$ cat config.mk
export PLATFORM = sky130hd
export DESIGN_NAME = allpass_coef_ctrl
export DESIGN_NICKNAME = d
export VERILOG_FILES = /design/src/rtl/allpass_coef_ctrl.sv
export SDC_FILE = /design/constraint.sdc
export NUM_CORES = 1
export LEC_CHECK = 0
export CAP_MARGIN = 10
export CORE_AREA = 5 5 117 147
export CTS_CLUSTER_DIAMETER = 200
export DETAILED_ROUTE_END_ITERATION = 12
export DIE_AREA = 0 0 122 152
export PLACE_DENSITY = 0.65
export SLEW_MARGIN = 20
export SYNTH_ARGS = -nofsm -noshare
export SYNTH_HDL_FRONTEND = slang
export SYNTH_SLANG_ARGS = --single-unit
$ cat constraint.sdc
create_clock -name clk -period 4.7 [get_ports clk]
set_input_delay 0.94 -clock clk [delete_from_list [all_inputs] [get_ports clk]]
set_output_delay 0.94 -clock clk [all_outputs]
set_load 0.005 [all_outputs]
$ cat src/rtl/allpass_coef_ctrl.sv
// allpass_coef_ctrl: loads a shadow coefficient set, swaps it onto c at a frame strobe, then holds the filter in reset for a flush.
module allpass_coef_ctrl #(
  parameter int WIDTH     = 16,
  parameter int N         = 5,
  parameter int FLUSH_LEN = 8
) (
  input  logic               clk,
  input  logic               rst_n,
  input  logic               cfg_valid,
  output logic               cfg_ready,
  input  logic [WIDTH-1:0]   cfg_data,
  input  logic               cfg_last,
  input  logic               cfg_abort,
  input  logic               sync_stb,
  output logic [WIDTH*N-1:0] c,
  output logic               filt_rst,
  output logic               busy,
  output logic               swap_done,
  output logic               cfg_err
);
  localparam int IW = $clog2(N);
  localparam int CW = FLUSH_LEN > 1 ? $clog2(FLUSH_LEN) : 1;
  typedef enum logic [1:0] {IDLE, LOAD, PEND, FLUSH} state_t;
  state_t                     state_q, state_d;
  logic [IW-1:0]              idx_q, idx_d;
  logic [CW-1:0]              cnt_q, cnt_d;
  logic [N-1:0][WIDTH-1:0]    shadow_q, shadow_d, c_q, c_d;
  logic                       filt_rst_q, filt_rst_d, busy_q, busy_d;
  logic                       swap_done_q, swap_done_d, cfg_err_q, cfg_err_d;
  logic                       acc, abort, last_idx, bad, store, swap;
  assign cfg_ready = state_q == IDLE || state_q == LOAD;
  assign acc       = cfg_valid & cfg_ready;
  assign abort     = cfg_abort & (state_q == LOAD || state_q == PEND);
  assign last_idx  = idx_q == IW'(N - 1);
  // cfg_last must coincide exactly with the final index; anything else is a framing error
  assign bad       = acc & ~abort & (cfg_last != last_idx);
  assign store     = acc & ~abort & ~bad;
  assign swap      = state_q == PEND & sync_stb & ~cfg_abort;
  always_ff @(posedge clk or negedge rst_n) begin
    if (!rst_n) begin
      state_q     <= FLUSH;
      idx_q       <= '0;
      cnt_q       <= CW'(FLUSH_LEN - 1);
      shadow_q    <= '0;
      c_q         <= '0;
      filt_rst_q  <= 1'b1;
      busy_q      <= 1'b1;
      swap_done_q <= 1'b0;
      cfg_err_q   <= 1'b0;
    end else begin
      state_q     <= state_d;
      idx_q       <= idx_d;
      cnt_q       <= cnt_d;
      shadow_q    <= shadow_d;
      c_q         <= c_d;
      filt_rst_q  <= filt_rst_d;
      busy_q      <= busy_d;
      swap_done_q <= swap_done_d;
      cfg_err_q   <= cfg_err_d;
    end
  end
  always_comb begin
    state_d  = state_q;
    idx_d    = idx_q;
    cnt_d    = cnt_q;
    shadow_d = shadow_q;
    c_d      = c_q;
    if (abort | bad) begin
      state_d  = IDLE;
      idx_d    = '0;
      shadow_d = '0;
    end else if (store) begin
      shadow_d[idx_q] = cfg_data;
      idx_d   = last_idx ? '0 : idx_q + 1'b1;
      state_d = last_idx ? PEND : LOAD;
    end else if (swap) begin
      c_d     = shadow_q;
      cnt_d   = CW'(FLUSH_LEN - 1);
      state_d = FLUSH;
    end else if (state_q == FLUSH) begin
      cnt_d   = cnt_q - 1'b1;
      state_d = cnt_q == '0 ? IDLE : FLUSH;
    end
  end
  always_comb begin
    filt_rst_d  = state_d == FLUSH;
    busy_d      = state_d != IDLE;
    swap_done_d = swap;
    cfg_err_d   = bad;
  end
  assign c         = c_q;
  assign filt_rst  = filt_rst_q;
  assign busy      = busy_q;
  assign swap_done = swap_done_q;
  assign cfg_err   = cfg_err_q;
endmodule

==> impl_metrics.ini, run 1 <==
; flow metrics
[run_status]
outcome = finished, final reports clean

[routing]
routedLengthMet1_mm = 6.81
drt.antenna.violating_nets = 0
drt-total-wl_mm = 15.3
vias = 4100
met2_wirelength_mm = 7.56

[power_and_ir_drop]
seq_power_w = 0.00176
static-leakage-power_nw = 3.97
p_int_w = 0.00271

[cells_and_area]
area_growth_pct = 26.7
final-comb-area_mm2 = 0.00219
sh_seq_area = 0.508
bufAreaShareNonClock = 0.131
final_layout_size_suffix_gt1_frac = 0.250

[timing]
timing.fmax_ghz = 0.337
finalSetupViolCount = 0
fin_setup_tns_ps = 0

[grt]
antenna_violations_before_repair = 0
grt_util_met2 = 0.265

[floorplanning]
ios = 107
die_y_um = 152
tap_cells = 216
floorplan.core_util = 0.424

[synth]
postSynthCellCount = 437
synthTopLogicFamily = AND-OR/OR-AND gates
ys_area_mm2 = 0.00670
synth_top_area_share = 0.616
post-synth-top-area-cell = sky130_fd_sc_hd__dfrtp_1
synth.ff_latch_count = 172
yosys_warnings = 0

[clock_network]
gates_resized_cts_repair = 0
cts_stage_hold_buffer_count = 0
post_cts_repair_setup_buffers = 0

[critical_path]
timing.setup.critical_path_class = reg2out
crit_path_cell_trace = inv_1 -> ha_1 -> or2_2 -> clkdlybuf4s50_1
worst_ep_required_time_ps = 3760
rrSetupSlack_ps = 1790

[hold_path]
min_delay_worst_endpoint = shadow_q[1]
min_path_cells = 1
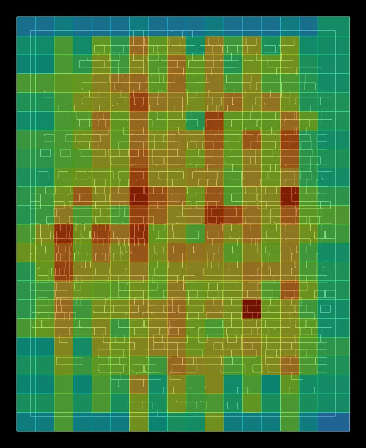
*Congestion heat map, run 1*
global route hottest layer: met2
routed wire length per instance: 19.9 um
Global Route met1 Usage: 0.230

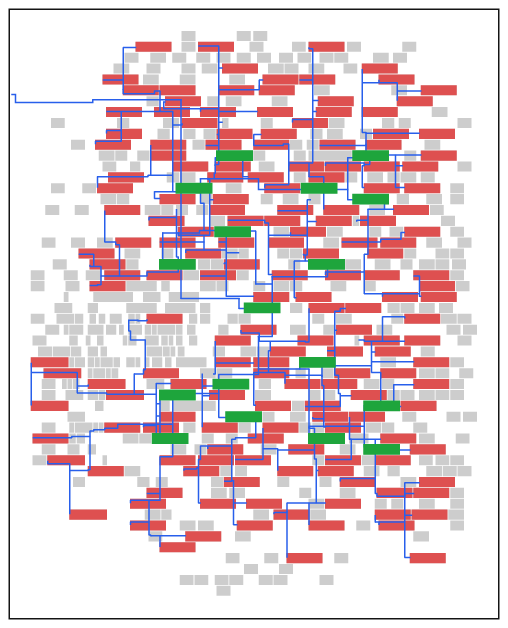
*Clock distribution, run 1*
(4 px per um)
- clock wires: blue (length 1930 um)
- flip-flops: red (count 172)
- cells driving clock nets: green (count 17)
- routed clock nets: 18
clock share of power: 0.368
P_clk: 0.00138 W
final setup skew: 9.37 ps
Latency at later pin: 410 ps

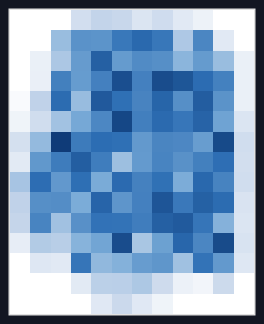
*Cell area per tile, run 1*
(2 px per um) 12 x 15 tiles, from white (low) to dark blue (high), 0 to 100% covered.
- densest ninth of the die: centre
- emptiest ninth of the die: south-west
- tiles over 75% full: 16%

==> run 2: changes to the inputs <==
clock period = 2.8 ns   (was 4.7 ns; I/O delays follow)
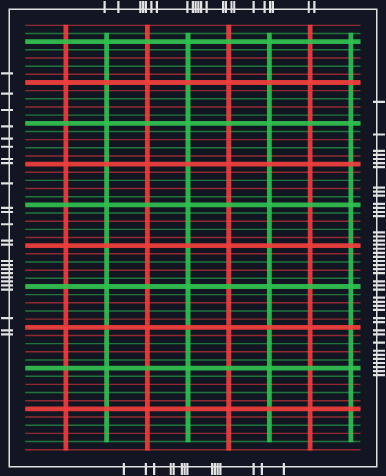
*Supply network, run 2*
(3 px per um) Pins as bars on the die edge.
- VDD: green
- VSS: red
- met4 straps: 8
- met1 rails: 53
- signal pins: 107
- met5 straps: 10
- rows: 52
core footprint: 0.0158 mm2
maximum vdd drop: 0.460 mV
floorplan die width: 122 um

==> run 2 against run 1 <==
  * Sequential power is 69% higher
  * Wire length is 1.3% higher
  * Global-route usage is 0.47 points higher
  * Cell area is 0.57% higher
  * Core utilization is 0.31 points higher
  * Critical path depth stayed put
  * Combinational power is 71% higher
  * Non-clock buffer count is 7 higher
  * Via count is 0.46% higher
  * Worst setup slack worse by 1500 ps
  * Clock skew is 1.9 ps higher
  * Critical endpoint unchanged
  * Largest power group unchanged
==> impl_metrics.ini, run 2 <==
; flow metrics
[run_status]
outcome = finished, final reports clean

[synth]
post-synth-top-area-cell = sky130_fd_sc_hd__dfrtp_1
synth.ff_latch_count = 172
ys_area_mm2 = 0.00670
synth_top_area_share = 0.616
yosys_warnings = 0
postSynthCellCount = 437

[cells_and_area]
area_growth_pct = 27.5
sh_seq_area = 0.505
final_layout_size_suffix_gt1_frac = 0.259

[power_and_ir_drop]
seq_power_w = 0.00297
p_int_w = 0.00448
p_clk_w = 0.00220

[routing]
vias = 4119
routedLengthMet1_mm = 7.04
drt.antenna.violating_nets = 0
wire_per_inst_um = 20.0
drt-total-wl_mm = 15.5
met2_wirelength_mm = 7.52

[critical_path]
timing.setup.critical_path_class = reg2out
crit_path_cell_trace = inv_1 -> ha_1 -> or2_2 -> clkdlybuf4s50_1
rrSetupSlack_ps = 300

[timing]
timing.fmax_ghz = 0.391
fin_setup_tns_ps = 0

[grt]
use_met1 = 0.238
antenna_violations_before_repair = 0
grt.busiest_layer = met2

[clock_network]
cts_stage_hold_buffer_count = 0
gates_resized_cts_repair = 0
clock_latency_ps = 410
post_cts_repair_setup_buffers = 0

[floorplanning]
floorplan.core_util = 0.424
tap_cells = 216
Power and IR drop assume default switching activity.
